`src/rtl/instr_encoder.sv`:
```
`default_nettype none
// ============================================================================
// Module   : instr_encoder
// Brief    : Packs instruction-field bundles into 32-bit words and writes them
//            sequentially into an instruction memory of DEPTH words.
// Revision : 1.0 - initial release
// ============================================================================
module instr_encoder #(
   parameter int DEPTH = 256
) (
   input  logic        clk,
   input  logic        rst,
   input  logic        clear,
   input  logic        in_valid,
   output logic        in_ready,
   input  logic [2:0]  op_sel,
   input  logic [4:0]  rs,
   input  logic [4:0]  rt,
   input  logic [4:0]  rd,
   input  logic [4:0]  shamt,
   input  logic [5:0]  funct,
   input  logic [15:0] imm,
   input  logic [25:0] target,
   output logic        imem_we,
   output logic [31:0] imem_addr,
   output logic [31:0] imem_wdata,
   output logic [10:0] count,
   output logic        full,
   output logic        err
);

   localparam logic [10:0] c_depth    = 11'(DEPTH);
   localparam logic [10:0] c_depth_m1 = 11'(DEPTH - 1);

   localparam logic [2:0] c_op_r    = 3'd0;
   localparam logic [2:0] c_op_lw   = 3'd1;
   localparam logic [2:0] c_op_sw   = 3'd2;
   localparam logic [2:0] c_op_beq  = 3'd3;
   localparam logic [2:0] c_op_j    = 3'd4;
   localparam logic [2:0] c_op_jal  = 3'd5;
   localparam logic [2:0] c_op_nop  = 3'd6;
   localparam logic [2:0] c_op_ill  = 3'd7;

   localparam logic [5:0] c_opc_special = 6'b000000;
   localparam logic [5:0] c_opc_lw      = 6'b100011;
   localparam logic [5:0] c_opc_sw      = 6'b101011;
   localparam logic [5:0] c_opc_beq     = 6'b000100;
   localparam logic [5:0] c_opc_j       = 6'b000010;
   localparam logic [5:0] c_opc_jal     = 6'b000011;

   localparam logic [1:0] c_st_empty   = 2'd0;
   localparam logic [1:0] c_st_loading = 2'd1;
   localparam logic [1:0] c_st_full    = 2'd2;

   logic [1:0]  r_state;
   logic [1:0]  w_state_nxt;
   logic [10:0] r_count;
   logic [10:0] w_count_nxt;
   logic        r_err;
   logic        r_we;
   logic [31:0] r_addr;
   logic [31:0] r_wdata;

   logic        w_full;
   logic        w_ready;
   logic        w_accept;
   logic        w_illegal;
   logic        w_write;
   logic [31:0] w_enc;

   // ---------------------------------------------------------------- handshake
   assign w_accept  = in_valid & w_ready;
   assign w_illegal = (op_sel == c_op_ill);
   assign w_write   = w_accept & ~w_illegal;

   // ----------------------------------------------------------------- encoder
   always_comb begin
      w_enc = 32'h0000_0000;
      case (op_sel)
         c_op_r:   w_enc = {c_opc_special, rs, rt, rd, shamt, funct};
         c_op_lw:  w_enc = {c_opc_lw,  rs, rt, imm};
         c_op_sw:  w_enc = {c_opc_sw,  rs, rt, imm};
         c_op_beq: w_enc = {c_opc_beq, rs, rt, imm};
         c_op_j:   w_enc = {c_opc_j,   target};
         c_op_jal: w_enc = {c_opc_jal, target};
         c_op_nop: w_enc = 32'h0000_0000;
         default:  w_enc = 32'h0000_0000;
      endcase
   end

   // ------------------------------------------------------------ FSM: register
   always_ff @(posedge clk) begin
      if (!rst) begin
         r_state <= c_st_empty;
      end else begin
         r_state <= w_state_nxt;
      end
   end

   // ---------------------------------------------------------- FSM: next state
   always_comb begin
      w_state_nxt = r_state;
      case (r_state)
         c_st_empty: begin
            if (!clear && w_write) begin
               w_state_nxt = (r_count == c_depth_m1) ? c_st_full : c_st_loading;
            end
         end
         c_st_loading: begin
            if (clear) begin
               w_state_nxt = c_st_empty;
            end else if (w_write && (r_count == c_depth_m1)) begin
               w_state_nxt = c_st_full;
            end
         end
         c_st_full: begin
            if (clear) begin
               w_state_nxt = c_st_empty;
            end
         end
         default: w_state_nxt = c_st_empty;
      endcase
   end

   // -------------------------------------------------------------- FSM: outputs
   // in_ready must drop while reset is held, hence the direct use of rst here.
   always_comb begin
      w_full  = (r_state == c_st_full);
      w_ready = rst & ~w_full & ~clear;
   end

   // --------------------------------------------------------------- datapath
   always_comb begin
      w_count_nxt = r_count;
      if (clear) begin
         w_count_nxt = 11'd0;
      end else if (w_write) begin
         w_count_nxt = r_count + 11'd1;
      end
   end

   always_ff @(posedge clk) begin
      if (!rst) begin
         r_count <= 11'd0;
         r_err   <= 1'b0;
         r_we    <= 1'b0;
         r_addr  <= 32'h0000_0000;
         r_wdata <= 32'h0000_0000;
      end else begin
         r_count <= w_count_nxt;
         r_we    <= w_write;
         if (clear) begin
            r_err <= 1'b0;
         end else if (w_accept && w_illegal) begin
            r_err <= 1'b1;
         end
         // Address is captured from the pre-increment count so it never wraps.
         if (w_write) begin
            r_addr  <= {19'd0, r_count, 2'b00};
            r_wdata <= w_enc;
         end
      end
   end

   assign in_ready   = w_ready;
   assign full       = w_full;
   assign count      = r_count;
   assign err        = r_err;
   assign imem_we    = r_we;
   assign imem_addr  = r_addr;
   assign imem_wdata = r_wdata;

   // Depth is only used through the count comparisons above.
   logic w_unused_depth;
   assign w_unused_depth = ^c_depth;

endmodule
`default_nettype wire
```
`config.mk`:
```
export PLATFORM = sky130hd
export DESIGN_NAME = instr_encoder
export DESIGN_NICKNAME = d
export VERILOG_FILES = /design/src/rtl/instr_encoder.sv
export SDC_FILE = /design/constraint.sdc
export NUM_CORES = 1
export LEC_CHECK = 0
export CAP_MARGIN = 20
export CORE_ASPECT_RATIO = 1.4
export CORE_MARGIN = 4
export CORE_UTILIZATION = 42
export CTS_CLUSTER_SIZE = 12
export DETAILED_ROUTE_END_ITERATION = 8
export PLACE_DENSITY_LB_ADDON = 0.12
export SYNTH_ARGS = -nofsm -noshare
export SYNTH_HDL_FRONTEND = slang
export SYNTH_SLANG_ARGS = --single-unit
```
`constraint.sdc`:
```
create_clock -name clk -period 4.55 [get_ports clk]
set_input_delay 0.455 -clock clk [delete_from_list [all_inputs] [get_ports clk]]
set_output_delay 0.455 -clock clk [all_outputs]
set_load 0.05 [all_outputs]
```
Fig. 1: sequential cells grouped by signal name
Other sequential cells in the stronger grey, the rest of the logic in the fainter grey.
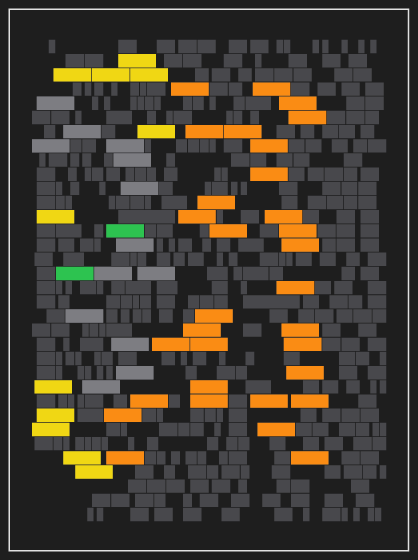
- yellow: imem_addr (placed flops 11)
- green: r_state (placed flops 2)
- orange: imem_wdata (placed flops 31)
- not coloured: 13

Fig. 2: floorplan with the power grid
Pins as bars on the die edge.
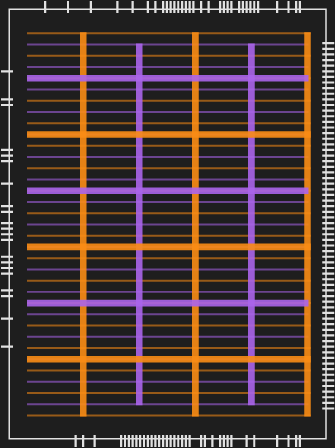
- orange: VSS
- purple: VDD
- met1 rails: 35
- rows: 34
- signal pins: 154
- met4 straps: 5
- met5 straps: 6

Fig. 3: clock nets
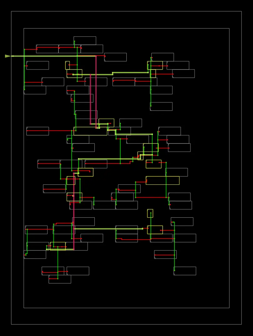
Clock group: 0.498 mW
number of clock sinks: 57

==> flow_metrics.py <==
# Flow results
metrics = {
    "cells_and_area": {
        "n_clock_buffer": 10,
        "signal_buffer_area_fraction_pct": 32.08,
        "layout.cells.largest_class": "logic gates",
        "layout.cells.most_common_list": "clkdlybuf4s50_1 (131), dfxtp_1 (57), nand2_1 (44)",
        "clkCellAreaFrac_pct": 5.000,
        "comb-cell-share_pct": 33.10,
        "seq_area_share_pct": 27.14,
    },
    "detailed_routing": {
        "wirelength_mm": 7.949,
        "route.top_layer_used": "met4",
        "detailroute.wirelength.met2_mm": 3.907,
        "route.detailed.drc": 0,
        "ant_nets": 0,
    },
    "place": {
        "placed_cell_area_sq_mm": 0.003994,
        "gp_congestion": 0.7833,
        "number_of_buffers_inserted_by_port_buffering": 131,
    },
    "floorplan": {
        "dieArea_sq_mm": 0.007899,
        "die_h_um": 103.6,
        "design.core.area_sq_mm": 0.006296,
        "die-width_um": 76.27,
        "floorplan.initialDensity_pct": 43.52,
        "top_level_ports": 154,
    },
    "synthesis": {
        "flops_latches_synth": 57,
        "dominant_cells_by_area_after_synthesis": "dfxtp_1 (42%), buf_4 (6.0%), nand2_1 (6.0%)",
        "post_synth_num_cell_types": 39,
        "post_synth_most_frequent_cells": "dfxtp_1 (57), nand2_1 (44), a21oi_1 (30)",
        "synthesis.area_sq_mm": 0.002740,
    },
    "global_routing": {
        "met3_usage_pct": 8.333,
        "number_of_global_route_vias_before_repair": 2672,
        "grt-ovfl-total": 0,
        "grt_pass1_wl_mm": 13.17,
        "initial_antenna_violation_count": 0,
    },
    "sta": {
        "rsz0062_at_grt": "no",
        "worstMarginPinSlew_ns": 0.9918,
        "max_freq_mhz": 332.7,
        "finalCriticalPeriod_ns": 3.005,
    },
    "setup_path": {
        "critical_path.slowest_cell": "nor2_1",
        "worst-r2r-setup-slack_ns": 2.19,
        "critical-path-top-delay-family": "simple AND/OR/NAND/NOR gates",
        "worstPathBufferInverterCount": 2,
    },
    "cts": {
        "cts_root_buf": "clkbuf_8",
        "hold_buffers": 0,
    },
    "hold_path": {
        "hold_path_end": "imem_addr[7]$_SDFFE_PN0N_",
    },
    "status": {
        "run_status": "completed",
    },
}
Fig. 4: selected gate families
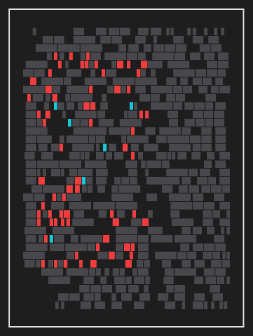
- red: nand cells (cells 66)
- cyan: inv cells (cells 6)

Fig. 5: metal 1
Supply wires on this layer in grey.
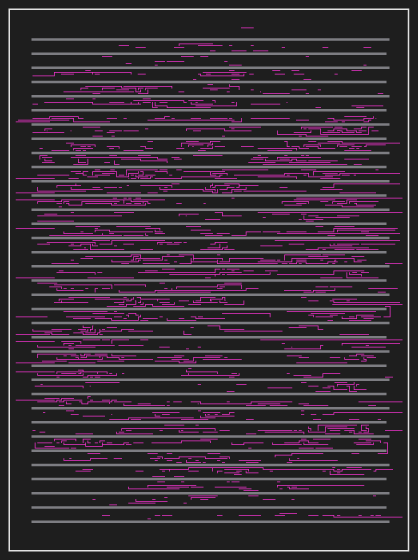
- wire length on this layer: 3260 um
- share of all routed wire: 41%
- longest straight run: 27.6 um
- main direction: horizontal
- nets with wire on the layer: 444

## metrics by stage
stage | hold WS (ns) | setup slack (ns) | utilization (%) | power, mW | std cells
global placement | 0.4415 | 1.213 | 63.43 | 0.7735 | 502
detailed placement | 0.4465 | 1.126 | 63.43 | 0.7751 | 502
CTS | 0.4562 | 1.490 | 66.77 | 1.274 | 518
global route | 0.4728 | 1.159 | 66.77 | 1.314 | 518
floorplan | 0.4212 | 2.541 | - | 0.6879 | 339
finish | 0.4533 | 1.545 | 66.77 | 1.261 | 518
## cells by family after synthesis
kind of cell	after synthesis	synth area share [%]
buffers and inverters	51	10.64
XOR/XNOR	4	1.279
flip-flops	57	41.64
adder cells (fa/ha/maj)	1	0.4565
AND-OR/OR-AND	99	25.94
AND/OR/NAND/NOR	100	17.99
other	1	0.1369
multiplexers	5	1.918
## power by group
group | total (mW) | internal (mW) | leakage (nW) | switching [mW]
registers | 0.515 | 0.510 | 0.461 | 0.00575
clock network | 0.498 | 0.305 | 0.106 | 0.193
logic | 0.248 | 0.107 | 0.926 | 0.141
total | 1.26 | 0.922 | 1.49 | 0.339
## worst max-delay path by stage
| stage | startpoint | to | slack [ns] | depth (start not counted) |
|---|---|---|---|---|
| final | rst | imem_wdata[12]$_SDFFE_PN0N_ | 1.54 | 6 |
| after detailed placement | rst | imem_wdata[12]$_SDFFE_PN0N_ | 1.13 | 6 |
| after global placement | rst | imem_wdata[5]$_SDFFE_PN0N_ | 1.21 | 6 |
| after global routing | rst | imem_wdata[5]$_SDFFE_PN0N_ | 1.16 | 6 |
| after floorplan | op_sel[0] | count[7]$_SDFFE_PP0N_ | 2.54 | 6 |
| after CTS | rst | imem_wdata[12]$_SDFFE_PN0N_ | 1.49 | 6 |
Power and IR drop assume default switching activity.
